`src/rtl/mat_pkg.sv`:
```
// Shared encodings for the matrix-op sequencer.
// Unit enable indices double as ReadWrite bit indices.
package mat_pkg;

  typedef enum logic [2:0] {
    S_IDLE,
    S_RD_A,
    S_RD_B,
    S_EXEC,
    S_WR,
    S_DONE,
    S_ERR
  } state_t;

  localparam int EN_RAM  = 0;
  localparam int EN_REG  = 1;
  localparam int EN_ALU  = 2;
  localparam int EN_INST = 3;

  localparam logic RW_READ  = 1'b1;
  localparam logic RW_WRITE = 1'b0;

  localparam int OP_UNARY = 7;

  typedef struct packed {
    logic [7:0] op;
    logic [3:0] src_a;
    logic [3:0] src_b;
    logic [3:0] dst;
    logic       wr_reg;
  } op_t;

endpackage

```
`src/rtl/mat_timeout_ctr.sv`:
```
// Counts EXEC cycles; tc marks the cycle that is the MAX-th one.
// Holds at the terminal value until cleared.
module mat_timeout_ctr #(
  parameter int MAX = 16
) (
  input  logic clk,
  input  logic rst_n,
  input  logic clr,
  input  logic en,
  output logic tc
);

  localparam int W = (MAX > 1) ? $clog2(MAX) : 1;

  logic [W-1:0] cnt;

  assign tc = (cnt == W'(MAX - 1));

  always_ff @(posedge clk or negedge rst_n) begin
    if (!rst_n) begin
      cnt <= '0;
    end else if (clr) begin
      cnt <= '0;
    end else if (en && !tc) begin
      cnt <= cnt + W'(1);
    end
  end

endmodule

```
`src/rtl/mat_op_sequencer.sv`:
```
// Sequences one matrix op: read operands, run ALU, write result.
// All outputs are registered from the current state (Moore).
module mat_op_sequencer
  import mat_pkg::*;
#(
  parameter int ALU_TIMEOUT = 16,
  parameter int CNT_W       = 16
) (
  input  logic             Clock,
  input  logic             Reset_n,
  input  logic             Start,
  input  logic [7:0]       OpIn,
  input  logic [3:0]       SrcA,
  input  logic [3:0]       SrcB,
  input  logic [3:0]       Dst,
  input  logic             WrReg,
  input  logic             Status,
  output logic [3:0]       Enable,
  output logic [2:0]       ReadWrite,
  output logic [3:0]       Address,
  output logic [7:0]       Opcode,
  output logic             Busy,
  output logic             Done,
  output logic             Error,
  output logic [CNT_W-1:0] OpCount
);

  state_t state_q;
  state_t state_d;
  op_t    op_q;
  logic   tc;

  logic [3:0] en_d;
  logic [2:0] rw_d;
  logic [3:0] addr_d;
  logic [7:0] opc_d;
  logic       busy_d;
  logic       done_d;
  logic       err_d;

  mat_timeout_ctr #(
    .MAX (ALU_TIMEOUT)
  ) u_tmo (
    .clk   (Clock),
    .rst_n (Reset_n),
    .clr   (state_q != S_EXEC),
    .en    (state_q == S_EXEC),
    .tc    (tc)
  );

  always_comb begin
    state_d = state_q;
    unique case (state_q)
      S_IDLE: if (Start) state_d = S_RD_A;
      S_RD_A: state_d = op_q.op[OP_UNARY] ? S_EXEC : S_RD_B;
      S_RD_B: state_d = S_EXEC;
      S_EXEC: begin
        // Status wins over a coincident timeout
        if (Status)  state_d = S_WR;
        else if (tc) state_d = S_ERR;
      end
      S_WR:   state_d = S_DONE;
      S_DONE: state_d = S_IDLE;
      S_ERR:  state_d = S_IDLE;
      default: state_d = S_IDLE;
    endcase
  end

  always_comb begin
    en_d   = '0;
    rw_d   = '0;
    addr_d = '0;
    opc_d  = '0;
    busy_d = (state_q != S_IDLE);
    done_d = 1'b0;
    err_d  = 1'b0;
    unique case (state_q)
      S_RD_A, S_RD_B: begin
        en_d[EN_RAM] = 1'b1;
        en_d[EN_ALU] = 1'b1;
        rw_d[EN_RAM] = RW_READ;
        rw_d[EN_ALU] = RW_WRITE;
        addr_d = (state_q == S_RD_A) ? op_q.src_a : op_q.src_b;
      end
      S_EXEC: begin
        en_d[EN_ALU] = 1'b1;
        rw_d[EN_ALU] = RW_READ;
        opc_d = op_q.op;
      end
      S_WR: begin
        en_d[EN_RAM] = 1'b1;
        en_d[EN_REG] = op_q.wr_reg;
        en_d[EN_ALU] = 1'b1;
        rw_d[EN_RAM] = RW_WRITE;
        rw_d[EN_REG] = RW_WRITE;
        rw_d[EN_ALU] = RW_READ;
        addr_d = op_q.dst;
      end
      S_DONE: done_d = 1'b1;
      S_ERR:  err_d  = 1'b1;
      default: ;
    endcase
    en_d[EN_INST] = 1'b0;
  end

  always_ff @(posedge Clock or negedge Reset_n) begin
    if (!Reset_n) begin
      state_q   <= S_IDLE;
      op_q      <= '0;
      Enable    <= '0;
      ReadWrite <= '0;
      Address   <= '0;
      Opcode    <= '0;
      Busy      <= 1'b0;
      Done      <= 1'b0;
      Error     <= 1'b0;
      OpCount   <= '0;
    end else begin
      state_q   <= state_d;
      Enable    <= en_d;
      ReadWrite <= rw_d;
      Address   <= addr_d;
      Opcode    <= opc_d;
      Busy      <= busy_d;
      Done      <= done_d;
      Error     <= err_d;
      if (state_q == S_IDLE && Start) begin
        op_q <= '{op: OpIn, src_a: SrcA, src_b: SrcB,
                  dst: Dst, wr_reg: WrReg};
      end
      if (state_q == S_DONE) OpCount <= OpCount + CNT_W'(1);
    end
  end

endmodule

```
`config.mk`:
```
export PLATFORM = sky130hd
export DESIGN_NAME = mat_op_sequencer
export DESIGN_NICKNAME = d
export VERILOG_FILES = /design/src/rtl/mat_pkg.sv /design/src/rtl/mat_timeout_ctr.sv /design/src/rtl/mat_op_sequencer.sv
export SDC_FILE = /design/constraint.sdc
export NUM_CORES = 1
export LEC_CHECK = 0
export ABC_AREA = 1
export ABC_CLOCK_PERIOD_IN_PS = 1350
export CORE_MARGIN = 1.5
export CORE_UTILIZATION = 45
export CTS_CLUSTER_DIAMETER = 80
export DETAILED_ROUTE_END_ITERATION = 12
export GPL_TIMING_DRIVEN = 0
export PLACE_DENSITY = 0.76
export SLEW_MARGIN = 10
export SYNTH_ARGS = -nofsm -noshare
export SYNTH_HDL_FRONTEND = slang
export SYNTH_SLANG_ARGS = --single-unit
```
`constraint.sdc`:
```
create_clock -name Clock -period 1.35 [get_ports Clock]
set_clock_uncertainty 0.1 [all_clocks]
set_input_delay 0.405 -clock Clock [delete_from_list [all_inputs] [get_ports Clock]]
set_output_delay 0.405 -clock Clock [all_outputs]
set_load 0.01 [all_outputs]
```
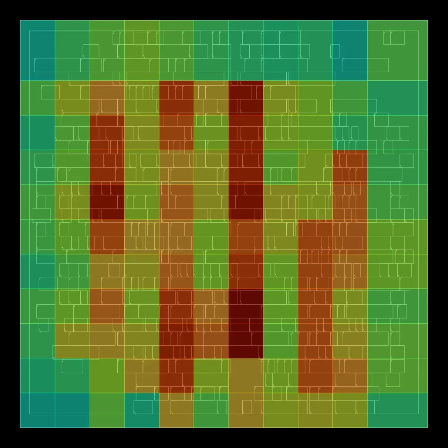
**Above:** congestion heat map.
met2 Resource Use GR: 0.351
met1 Use GR: 0.265

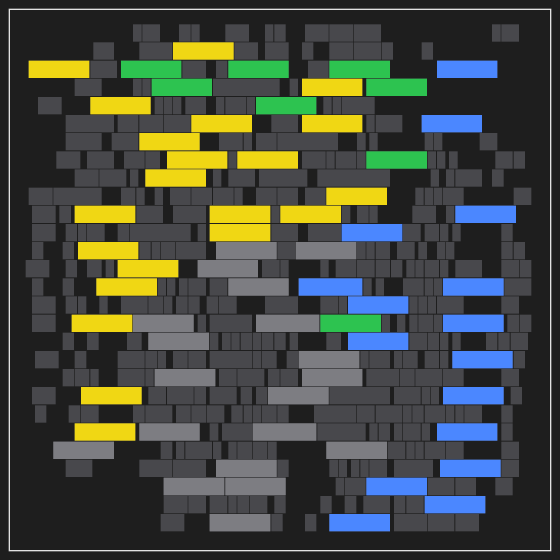
**Above:** register map, names as in the netlist.
Other sequential cells in the stronger gray, the rest of the logic in the fainter gray.
`op_q` -> yellow  # placed flops 21
`Opcode` -> green  # placed flops 8
`OpCount` -> blue  # placed flops 16
flop share of the area: 0.388
Finished Core Util: 0.703
Seq power: 2900 uW
FF/Latch Area: 1610 um2

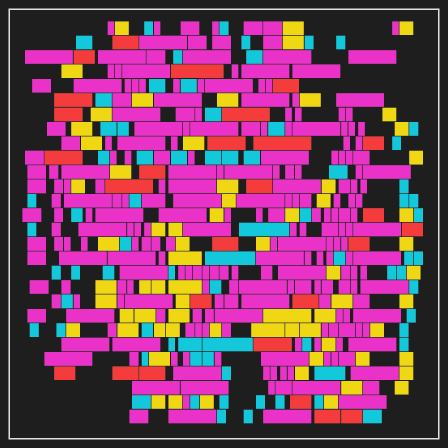
**Above:** drive-strength map.
_0 and _1 cells -> magenta  # cells 241, share 59%, most used dfrtp_1
_3 and _4 cells -> yellow  # cells 68, share 17%, most used buf_4
_2 cells -> cyan  # cells 72, share 18%, most used buf_2
_6 and larger -> red  # cells 27, share 6.6%, most used clkbuf_8

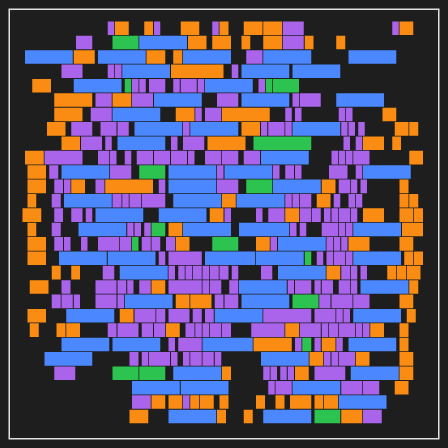
**Above:** placement by cell class.
clock drivers and dummy loads -> green  # cells 16, share of their area 4.5%
combinational and other logic -> purple  # cells 220, share of their area 33%
sequential cells -> blue  # cells 64, share of their area 40%
remaining buffers and delay cells -> orange  # cells 108, share of their area 23%
Rows: 28
core area: 5890 um2
post-route cell area: 4140 um2

## flip-flops by register name, indices dropped and copies added (netlist names)
| name | count |
|---|---|
| Address | 4 |
| ReadWrite | 2 |
| op_q | 21 |
| Enable | 3 |
| u_tmo.cnt | 4 |
| state_q | 3 |
| Busy | 1 |
| Done | 1 |
| OpCount | 16 |
| Opcode | 8 |
| Error | 1 |
## final cells by class
| cell class | count | area, um2 |
|---|---|---|
| Fill cell | 440 | 1750 |
| Sequential cell | 64 | 1610 |
| Timing Repair Buffer | 101 | 825 |
| Buffer | 7 | 86.3 |
| Clock buffer | 13 | 139 |
| Inverter | 40 | 165 |
| Tap cell | 75 | 93.8 |
| Multi-Input combinational cell | 180 | 1180 |
| Clock inverter | 3 | 42.5 |
## cell families (layout without fill, tap and decap cells)
kind of cell	after synthesis	count (layout)	share of synthesized area
buffers and inverters	47	164	0.0773
XOR/XNOR	10	10	0.0320
AND/OR/NAND/NOR	136	137	0.227
AND-OR/OR-AND	29	29	0.0677
adder cells (fa/ha/maj)	2	2	0.00915
flip-flops	64	64	0.586
other	1	2	0.00137
## layout by cell type, fill, tap and decap left out, drive strengths merged
master	netlist	routed
nand4	7	7
o221ai	1	1
clkdlybuf4s50	0	22
a21oi	15	15
inv	40	40
dfrtp	64	64
buf	7	84
a211oi	1	1
clkbuf	0	15
clkinv	0	1
xor2	7	7
nor3b	1	1
nand3	19	19
nor2	42	42
nor3	3	3
o21ai	12	12
ha	2	2
bufinv	0	1
xnor2	3	3
conb	1	2
clkinvlp	0	1
nand2	64	65
## power breakdown
part,leakage (uW),internal (uW),total (uW),switching [uW]
registers,0.000803,2560,2900,341
clock network,0.0000876,853,1580,723
logic,0.00121,1550,3360,1810
==> results.json <==
{
  "crit_chain": "inv_2 > nand2_4 > inv_4 > nand2_4 > inv_8 > nand2_8 > buf_16 > nor2_4 > a21oi_2",
  "ys_seq_share": 0.586,
  "common_cells": "64 x dfrtp_1, 60 x nand2_1, 40 x nor2_1, 34 x inv_1, 18 x nand3_1",
  "dpl.hpwl_um": 3910,
  "tns_ns": -2.79,
  "clkLatencyLatePin_ns": 0.34,
  "layout_setup_ws_ns": -0.120,
  "root_buffer": "clkbuf_8",
  "hold_path_class": "primary input to async pin",
  "violations": "negative setup slack",
  "ios": 63,
  "fin_total_pwr_uw": 7840,
  "synth-edff-count": 0,
  "yosys-top-cells-area": "dfrtp_1 59%, nand2_1 8.2%, nor2_1 5.5%",
  "outcome": "finished, violations left",
  "setup_viol": 59,
  "worst_pin_slew_ns": 0.795,
  "cts_setup_buffers": 29,
  "power.leakage_uw": 0.00210,
  "ctsResizeCount": 192,
  "dr_wl_met2_um": 3800,
  "fmax_ghz": 0.680,
  "finalHoldViolations": 0,
  "worst_r2r_endpoint": "op_q[17]",
  "cts_buffers": 9,
  "antenna_found_initial": 0,
  "timing.hold.ws_ns": 0.0297,
  "place_inst": 424
}
No activity file was given, so power comes from the tool's default toggle rates.
